==> config.mk <==
export PLATFORM = sky130hd
export DESIGN_NAME = fpu_pack
export DESIGN_NICKNAME = d
export VERILOG_FILES = /design/src/rtl/fpu_pack.sv
export SDC_FILE = /design/constraint.sdc
export NUM_CORES = 1
export LEC_CHECK = 0
export CORE_MARGIN = 3
export CORE_UTILIZATION = 35
export DETAILED_ROUTE_END_ITERATION = 10
export HOLD_SLACK_MARGIN = 0.05
export PLACE_DENSITY = 0.63
export SYNTH_ARGS = -nofsm -noshare
export SYNTH_HDL_FRONTEND = slang
export SYNTH_SLANG_ARGS = --single-unit
==> constraint.sdc <==
create_clock -name clk -period 8.6 [get_ports clk]
set_input_delay 1.29 -clock clk [delete_from_list [all_inputs] [get_ports clk]]
set_output_delay 1.29 -clock clk [all_outputs]
set_load 0.1 [all_outputs]
cell_density.png
(2 px per um) The die is cut into 17 by 17 equal tiles; white is low, dark blue is high, 0 to 100% covered.
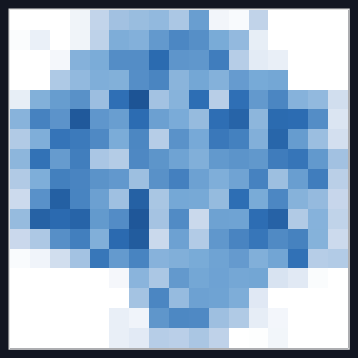
fullest tile: 86%
mean over tiles: 39%
tiles over 75% full: 6.6%
nearly empty tiles: 19%
emptiest ninth of the die: bottom left
Core ar.: 26100 sq um
Core Util at FP: 35.6%
fin util: 43.7%

layer_met3.png
(3 px per um) Cells faint in the background.
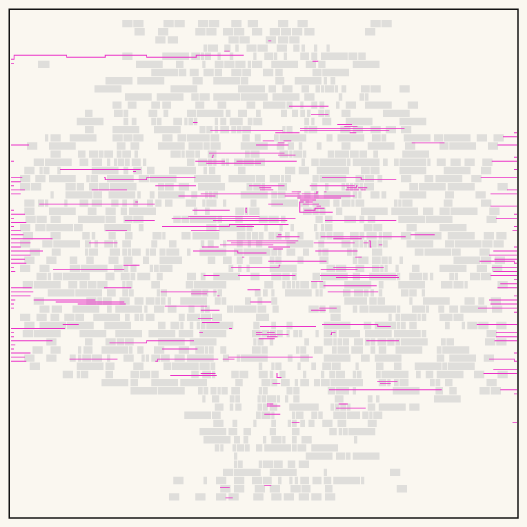
longest straight run: 40.9 um
wire length on this layer: 2080 um
nets with wire on the layer: 181
Post-Route WL: 31600 um
met3 Use GR: 3.20%
vias: 8639

layer_met1.png
(1.5 px per um) Supply wires on this layer in gray.
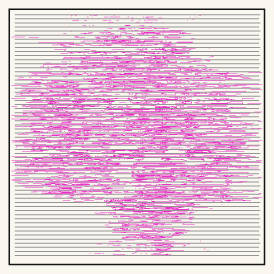
share of all routed wire: 46%
main direction: horizontal
nets with wire on the layer: 1075
longest straight run: 50.1 um
wire length on this layer: 14600 um
GR Layer Usage met1: 32.7%

clk_routes.png
(2 px per um)
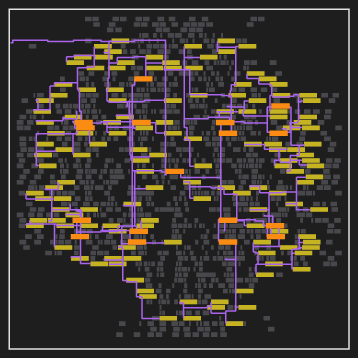
legend:
  flip-flops:
    color: yellow
    count: 139
  clock wires:
    color: purple
    length: 2060 um
  clock drivers:
    color: orange
    count: 17
routed clock nets: 18
Max Clock Skew: 0.00904 ns
Skew-Pair Late Insertion Delay: 0.42 ns

==> results.yml <==
# yosys + openroad results
clocking:
  cts_htree_levels: 4
  clock_path_buffers: 2
  cts_setup_buffers: 0
  cts_resized: 0
  cts_made_buffers: 17
  root_buffer: "clkbuf_16"
  cts_tree: "done"
  clock_sinks: 139
  hold_buffers: 0
place:
  port-buffer-count: 144
  post-dp-hpwl_um: 22100
  dpl-instance-area_sq_um: 10800
synth:
  synth_cell_types: 72
  fp_nets: 1121
  synth-edff-count: 0
  yosysTopAreaCell: "dfrtp_1"
  ys_ff: 139
  yosys.area.top_type_share_pct: 37.4
  ys_warn_count: 0
  syn_area_per_cell_sq_um: 8.98
  area_leaders: "dfrtp_1 37%, mux2i_1 5.4%, o221ai_1 4.6%"
  async_reset_ff_share_pct: 100
  synth_area_sq_um: 9310
  synthCells: 1037
  ff_type: "dfrtp_1"
  synth_seq_share_pct: 37.4
  ys_chip_area_sq_um: 9310
floorplan:
  die-width_um: 169
  chipHeight_um: 169
  row_count: 59
  dieArea_sq_um: 28600
  pin_count: 145
final_layout:
  largest_reg_flops: 64
  n_antenna_cell: 0
  logic_area_sq_um: 5110
  design_area_sq_um: 11400
  fin_nets: 1185
  lay_top_cells: "143 x clkdlybuf4s50_1, 139 x dfrtp_1, 71 x inv_1, 57 x nand2_1, 56 x nor2_1"
  lay_top_count: "clkdlybuf4s50_1"
  num-fill-cells: 2609
final_timing:
  setup_viol: 0
  rsz0062_at_grt: "no"
  tns_ns: 0
  timing.fmax_ghz: 0.212
  hold_viol: 0
  max_slew_margin_pct: 25.1
  finalClockPeriodUsage_pct: 54.8
global_routing:
  grtUsageTotal_pct: 22.1
  grt_overflow: 0
  grt_pass1_wl_um: 49700
  grt_busiest_layer: "met2"
  antenna_found_initial: 0
  first_global_vias: 8343
setup_path:
  critPathKind: "input port to flip-flop"
  worstPathMaxFanout: 12
  crit_path_max_incr_delay_ns: 0.93
  crit_slowest_cell: "o41ai_1"
  worstPathRequired_ns: 8.95
  cp.depth: 8
  reg2reg_depth: 7
  worstSetupEndpointType: "flip-flop"
  r2r_slack_ns: 4.62
  start_kind: "input port"
  worstPathArrival_ns: 5.06
  worstPathCellList: "clkdlybuf4s50_1 -> nor4_1 -> nand4_1 -> o41ai_1 -> nand2_1 -> nor2_1 -> buf_4 -> a32o_1"
  crit_buf_inv: 2
job:
  tool_warnings: 33
  maxCapViolations: 0
detailed_routing:
  drt-vias-per-instance: 5.97
  wl_per_cell_um: 21.8
  drc: 0
  detail_route.iter0.violations: 885
  ant_nets: 0
min_path:
  min_path_type: "flip-flop to flip-flop"
  whs_path_depth: 2
status:
  status: "complete, no violations"
## final cells by class
class                      count  share of cell area (%)
timing repair buffer         157                    13.5
clock buffer                  24                    4.22
multi-input combinational    714                    44.8
sequential                   139                    30.5
inverter                      72                    2.37
tap                          335                    3.67
clock inverter                 7                   0.998
## per-layer routing
| metal | wire length, um | part of all wire, % |
|---|---|---|
| met2 | 14300 | 45 |
| met5 | 0 | 0 |
| met4 | 666 | 2.1 |
| met3 | 2080 | 6.6 |
| met1 | 14600 | 46 |
## synthesized netlist by cell type, types with 3 or more instances
library cell / number
buf_6: 3
and2_1: 3
o21ai_0: 17
a21bo_2: 3
buf_1: 7
o21a_1: 48
nand2_1: 58
a32o_1: 27
mux2_2: 3
o221ai_1: 49
or2_2: 6
xnor2_1: 34
nor3_1: 21
nor4_1: 45
a22oi_1: 14
and4_1: 5
a21oi_1: 51
nand3_1: 31
nand4_1: 31
nor2b_1: 3
o2bb2ai_1: 6
ha_1: 8
clkbuf_2: 5
a22o_1: 33
a21o_1: 4
buf_2: 33
o31ai_1: 3
and3_1: 10
o21ai_1: 12
o32ai_1: 5
inv_1: 71
dfrtp_1: 139
nor2_1: 56
xor2_1: 27
clkbuf_1: 62
nor4_2: 3
a31oi_1: 4
mux2i_1: 50
## worst reg2reg max path, cell delays in order, from the launching register on
cell and delay [ns]:
dfrtp_1 0.52, nand3_1 0.34, nor3_1 0.75, nand4_1 0.26
nor2_1 0.64, nand2b_1 0.77, a21oi_1 0.47, a22o_1 0.17
## through the flow
| step | instances | worst slack (ns) | hold slack (ns) |
|---|---|---|---|
| 2_1_floorplan | 1037 | 5.35 | 0.479 |
| 3_3_place_gp | 1417 | 3.76 | 0.469 |
| 4_1_cts | 1448 | 4.08 | 0.499 |
| 6_report | 1448 | 3.89 | 0.493 |
| 5_1_grt | 1448 | 3.69 | 0.514 |
| 3_5_place_dp | 1417 | 3.67 | 0.486 |
## logic make-up (layout without fill, tap and decap cells)
family,after synthesis,after routing,share of synthesized area [%]
xor gates and xnor gates,61,61,5.74
adders and majority gates,8,8,1.08
muxes,53,53,5.74
and+or+nand+nor,293,293,17.3
buffers and inverters,184,260,8.25
AOI/OAI and AO/OA,299,299,24.5
DFF,139,139,37.4
